--- src/rtl/systolic_msgs.sv ---
// Message formats and scheduler state shared by the systolic tile scheduler and the array.
// Operand and result words are fixed at 16 bits (11 integer + 5 fraction).
package systolic_msgs;

    localparam int MSG_W = 16;

    typedef enum logic [1:0] {
        IDLE    = 2'd0,
        FEED    = 2'd1,
        DRAIN   = 2'd2,
        COLLECT = 2'd3
    } sched_state_e;

    // One beat into the array: lane-0 and lane-1 operands plus run control.
    typedef struct packed {
        logic             run;
        logic             final_run;
        logic [MSG_W-1:0] data_0;
        logic [MSG_W-1:0] data_1;
        logic [MSG_W-1:0] weight_0;
        logic [MSG_W-1:0] weight_1;
    } systolic_mult_recv_msg;

    typedef struct packed {
        logic [MSG_W-1:0] result_0;
        logic [MSG_W-1:0] result_1;
    } systolic_mult_send_msg;

endpackage

--- src/rtl/systolic_skew_line.sv ---
// One-stage skew register: delays lane-1 operands by one accepted array beat.
// Clear has priority over enable so a new job always starts from zero.
module systolic_skew_line #(
    parameter int WIDTH = 32
) (
    input  logic             clk,
    input  logic             reset,
    input  logic             en,
    input  logic             clr,
    input  logic [WIDTH-1:0] d,
    output logic [WIDTH-1:0] q
);

    // NOTE: non-blocking assignment so every reader sees the pre-edge value.
    always_ff @(posedge clk) begin
        if (reset || clr) begin
            q <= '0;
        end else if (en) begin
            q <= d;
        end
    end

endmodule

--- src/rtl/systolic_tile_sched.sv ---
// Tile scheduler for a 2x2 systolic array: feeds skewed A/B operands, drains, then streams results.
// Define SYSTOLIC_SCHED_PERF_EN to add the perf_cycles (busy-cycle) counter output.
module systolic_tile_sched
    import systolic_msgs::*;
#(
    parameter int  INT_WIDTH     = 11,
    parameter int  FRAC_WIDTH    = 5,
    parameter int  SYSTOLIC_SIZE = 2,
    parameter int  MAX_K         = 16,
    localparam int W             = INT_WIDTH + FRAC_WIDTH,
    localparam int N             = SYSTOLIC_SIZE,
    localparam int KW            = $clog2(MAX_K) + 1
) (
    input  logic                  clk,
    input  logic                  reset,
    input  logic                  cfg_val,
    output logic                  cfg_rdy,
    input  logic [KW-1:0]         cfg_k,
    input  logic                  op_val,
    output logic                  op_rdy,
    input  logic [N*W-1:0]        op_data,
    input  logic [N*W-1:0]        op_weight,
    output systolic_mult_recv_msg mult_recv_msg,
    output logic                  mult_recv_val,
    input  logic                  mult_recv_rdy,
    input  systolic_mult_send_msg mult_send_msg,
    input  logic                  mult_send_val,
    output logic                  mult_send_rdy,
    output logic                  res_val,
    input  logic                  res_rdy,
    output logic [N*W-1:0]        res_row,
    output logic                  res_last,
    output logic                  busy,
    output logic                  cfg_err
`ifdef SYSTOLIC_SCHED_PERF_EN
    ,
    output logic [31:0]           perf_cycles
`endif
);

    localparam logic [KW-1:0] MAX_K_V = KW'(MAX_K);

    sched_state_e   state;
    logic [KW-1:0]  k_reg;
    logic [KW-1:0]  step_cnt;
    logic [N*W-1:0] skew_q;
    logic           cfg_fire;
    logic           cfg_ok;
    logic           recv_fire;
    logic           send_fire;
    logic           skew_en;
    logic           skew_clr;

    assign cfg_fire  = cfg_val && cfg_rdy;
    assign cfg_ok    = (cfg_k != '0) && (cfg_k <= MAX_K_V);
    assign recv_fire = mult_recv_val && mult_recv_rdy;
    assign send_fire = res_val && res_rdy;
    assign res_row   = {mult_send_msg.result_1, mult_send_msg.result_0};

    // Skew holds {weight lane 1, data lane 1}; cleared at job start and once the array is flushed.
    assign skew_en  = (state == FEED) && recv_fire;
    assign skew_clr = (cfg_fire && cfg_ok) || ((state == DRAIN) && recv_fire && mult_recv_msg.final_run);

    systolic_skew_line #(
        .WIDTH (N*W)
    ) u_skew (
        .clk   (clk),
        .reset (reset),
        .en    (skew_en),
        .clr   (skew_clr),
        .d     ({op_weight[W +: W], op_data[W +: W]}),
        .q     (skew_q)
    );

    // Handshake outputs are decoded from state, so cfg_rdy is up on the first cycle out of reset.
    always_comb begin
        cfg_rdy       = 1'b0;
        op_rdy        = 1'b0;
        mult_recv_val = 1'b0;
        mult_recv_msg = '0;
        mult_send_rdy = 1'b0;
        res_val       = 1'b0;
        res_last      = 1'b0;
        busy          = 1'b0;
        if (!reset) begin
            busy = (state != IDLE);
            case (state)
                IDLE: cfg_rdy = 1'b1;
                FEED: begin
                    mult_recv_val          = op_val;
                    op_rdy                 = mult_recv_rdy;
                    mult_recv_msg.run      = 1'b1;
                    mult_recv_msg.data_0   = op_data[W-1:0];
                    mult_recv_msg.weight_0 = op_weight[W-1:0];
                    mult_recv_msg.data_1   = skew_q[W-1:0];
                    mult_recv_msg.weight_1 = skew_q[N*W-1:W];
                end
                DRAIN: begin
                    mult_recv_val           = 1'b1;
                    mult_recv_msg.run       = 1'b1;
                    mult_recv_msg.final_run = (step_cnt == KW'(N-2));
                    mult_recv_msg.data_1    = skew_q[W-1:0];
                    mult_recv_msg.weight_1  = skew_q[N*W-1:W];
                end
                COLLECT: begin
                    mult_send_rdy = res_rdy;
                    res_val       = mult_send_val;
                    res_last      = mult_send_val && (step_cnt == KW'(N-1));
                end
                default: ;
            endcase
        end
    end

    always_ff @(posedge clk) begin
        if (reset) begin
            state    <= IDLE;
            k_reg    <= '0;
            step_cnt <= '0;
            cfg_err  <= 1'b0;
        end else begin
            cfg_err <= 1'b0;
            case (state)
                IDLE: begin
                    if (cfg_fire) begin
                        if (cfg_ok) begin
                            k_reg    <= cfg_k;
                            step_cnt <= '0;
                            state    <= FEED;
                        end else begin
                            cfg_err <= 1'b1;
                        end
                    end
                end
                FEED: begin
                    if (recv_fire) begin
                        if (step_cnt == k_reg - KW'(1)) begin
                            step_cnt <= '0;
                            state    <= DRAIN;
                        end else begin
                            step_cnt <= step_cnt + KW'(1);
                        end
                    end
                end
                DRAIN: begin
                    if (recv_fire) begin
                        if (mult_recv_msg.final_run) begin
                            step_cnt <= '0;
                            state    <= COLLECT;
                        end else begin
                            step_cnt <= step_cnt + KW'(1);
                        end
                    end
                end
                COLLECT: begin
                    if (send_fire) begin
                        if (res_last) begin
                            step_cnt <= '0;
                            state    <= IDLE;
                        end else begin
                            step_cnt <= step_cnt + KW'(1);
                        end
                    end
                end
                default: state <= IDLE;
            endcase
        end
    end

`ifdef SYSTOLIC_SCHED_PERF_EN
    always_ff @(posedge clk) begin
        if (reset) begin
            perf_cycles <= '0;
        end else if (cfg_fire && cfg_ok) begin
            perf_cycles <= '0;
        end else if ((state != IDLE) && (perf_cycles != '1)) begin
            perf_cycles <= perf_cycles + 32'd1;
        end
    end
`endif

endmodule

--- config.mk ---
export PLATFORM = sky130hd
export DESIGN_NAME = systolic_tile_sched
export DESIGN_NICKNAME = d
export VERILOG_FILES = /design/src/rtl/systolic_msgs.sv /design/src/rtl/systolic_skew_line.sv /design/src/rtl/systolic_tile_sched.sv
export SDC_FILE = /design/constraint.sdc
export NUM_CORES = 1
export LEC_CHECK = 0
export ABC_AREA = 1
export CAP_MARGIN = 0
export CELL_PAD_IN_SITES_DETAIL_PLACEMENT = 0
export CELL_PAD_IN_SITES_GLOBAL_PLACEMENT = 1
export CORE_AREA = 2 2 122 124
export CTS_CLUSTER_DIAMETER = 150
export CTS_CLUSTER_SIZE = 40
export DETAILED_ROUTE_END_ITERATION = 16
export DIE_AREA = 0 0 124 126
export PLACE_DENSITY = 0.79
export SYNTH_ARGS = -nofsm -noshare
export SYNTH_HDL_FRONTEND = slang
export SYNTH_HIERARCHICAL = 1
export SYNTH_SLANG_ARGS = --single-unit
export TNS_END_PERCENT = 50
--- constraint.sdc ---
create_clock -name clk -period 2.4 [get_ports clk]
set_input_delay 0.48 -clock clk [delete_from_list [all_inputs] [get_ports clk]]
set_output_delay 0.48 -clock clk [all_outputs]
set_load 0.01 [all_outputs]
congestion.png
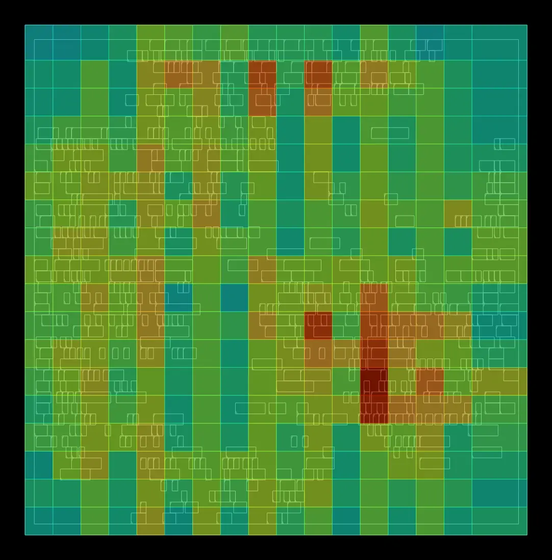
Util after Layout: 34.44%
met2 usage: 18.75%

layer_met1.png
Scale bar: 20 um. Cells faint in the background.
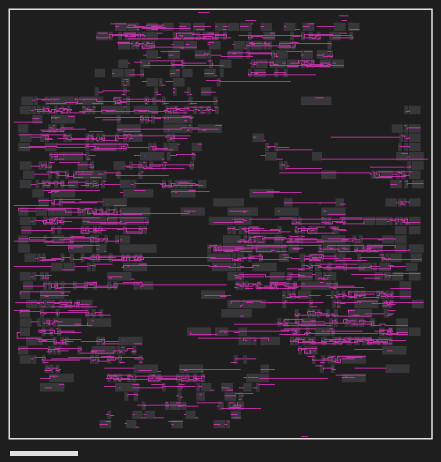
The layer holds 45% of the routed length. 640 nets have wire on it. The layer carries 4,390 um of wire.
met1 usage: 15.69%
DRT Wirelength: 9.703 mm
via count: 3,333

flops_by_reg.png
Other sequential cells in the stronger grey, the rest of the logic in the fainter grey.
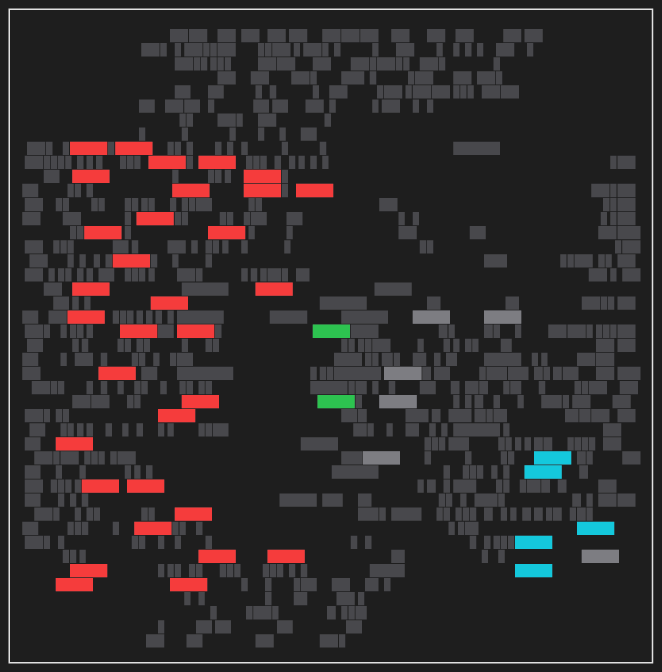
Key: state = green [sequential cells 2]; k_reg = cyan [sequential cells 5, where bottom right]; u_skew/q = red [sequential cells 32]
Another 6 sequential cells are not coloured.

==> out/qor.yml <==
startpoint_type: "flop"
clk_share_pct: 3.553
post-route-period-util_pct: 97.68
tns_ns: 0
drt_iter0_drc: 151
seq_area_share_pct: 18.27
ys_cells: 551
clock_path_buffers: 2
powerDensity_nw_per_um2: 581.8
layout_top_cell: "nand2_1"
tritoncts: "built"
sh_comb_area_pct: 35.15
htreeDepth: 2
gp_congestion: 0.7554
final_cells: 850
ys_area_um2: 3238
combGateArea_um2: 1733
grt.overflow.total: 0
p_seq_share_pct: 28.7
syn_area_um2: 3238
vdd_drop_max_mv: 0.3307
nClkBuffers: 5
warnings: 33
final_max_slew_viol_count: 0
layout.nonclk_buf_share_pct: 33.71
largest_reg_flops: 32
yosysUniqueCellTypes: 29
cts_made_buffers: 5
finalCriticalPeriod_ns: 2.344
ioPinCount: 214
hpwlAfterDp_mm: 6.996
sequentialPower_mw: 0.824
area_delta_synth_final_pct: 52.24
core-area_um2: 14310
tightest_slew_ns: 0.3887
power_leader: "combinational cells"
drive_gt1_share_pct: 7.508
std_cell_rows: 44
rrSetupSlack_ns: 0.31
port_buffers: 149
power.internal_mw: 1.839
flop_area_um2: 900.9
cp.arrival_ns: 1.86
postSynthAreaPerCell_um2: 5.877
hold_slack_ns: 0.4707
drc: 0
synth-seq-cells: 45
outcome: "finished, final reports clean"
yosysWarnings: 6
n_tap_cell: 184
pg_comb_mw: 1.21
worst_slew_margin_rel_pct: 73.82
ys.flop_type: "dfxtp_1"
criticalPathCategory: "flop to output pin"
r2r_cells: 12
finalClockSkew_ns: 0.01024
max_cap_violations: 0
holdPathStages: 2
dp.cells: 840
rsz0062_at_grt: "true"
clkTransAtPathRegs_ns: 0.07
dieHeight_um: 126
top_area_share_pct: 27.82
yosysTopAreaCell: "dfxtp_1"
root_buffer: "clkbuf_16"
nFillCells: 1596
grtUsageTotal_pct: 11.90
wires.png
Scale bar: 20 um. Only two layers are drawn.
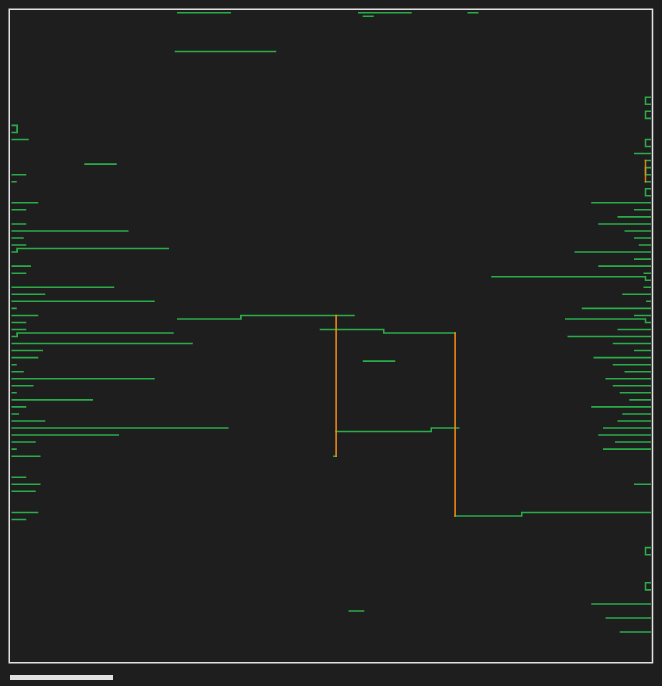
Key: metal 4 = orange [wire length 66.6 um]; metal 3 = green [wire length 892 um]

metal_density.png
The die is cut into 25 by 25 equal tiles; white is low, dark blue is high, scaled to the fullest tile. Values are wire area over tile area, all layers added.
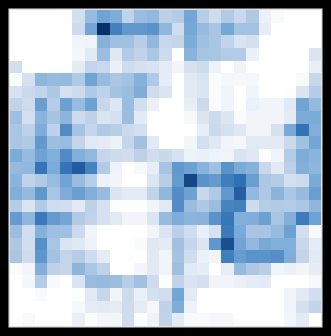
The mean over all tiles is 0.10. 21% of the tiles are nearly empty. The densest ninth of the die: left middle.

==> layer usage <==
| metal | part of all wire, % | up-vias | GRT usage, % | wire length, um |
|---|---|---|---|---|
| met5 | 0 | - | 0 | 0 |
| met4 | 0.68 | 0 | 2.115 | 66 |
| met3 | 9.2 | 7 | 4.438 | 891 |
| met2 | 45 | 104 | 18.75 | 4351 |
| met1 | 45 | 1406 | 15.69 | 4393 |
| li1 | - | 1816 | - | - |
==> what timing repair did <==
item                       in CTS  in global routing
hold endpoints to repair        0                  0
resized                        40                  6
hold buffers                    0                  0
setup buffers                   0                  1
cloned                          0                  1
setup endpoints to repair      66                 15
pin swaps                       0                  1
==> cells in the mapped netlist (2+ instances only) <==
master and count:
ha_1 8, nor2_1 156, buf_6 8, nand2_2 3
nand4_1 4, nand2_1 173, nand3_1 5, nand3_2 2
a21oi_1 7, inv_2 3, clkbuf_1 13, nor2_4 3
o211ai_1 3, nand2_4 2, dfxtp_1 45, buf_4 37
inv_1 57, nor3_1 2, o21ai_0 10
==> worst paths after layout <==
check	from	end
hold reg to reg	u_skew/q[9]	u_skew/q[9]
setup / recovery	state[0]	mult_recv_msg[64]
hold / removal	u_skew/q[9]	u_skew/q[9]
setup reg to reg	state[0]	u_skew/q[15]
==> kinds of logic after synthesis <==
logic type / share of synthesized area (%)
AND/OR/NAND/NOR: 43.97
buffers and inverters: 20.17
flip-flops: 27.82
AND-OR/OR-AND: 4.405
adder cells (fa/ha/maj): 3.091
XOR/XNOR: 0.5411
==> worst max-delay path, cell delays in order, from the launching register on <==
cell             delay, ns
dfxtp_1               0.35
inv_1                 0.15
ha_2                  0.28
nand4_1               0.18
inv_1                 0.09
clkdlybuf4s50_1       0.53
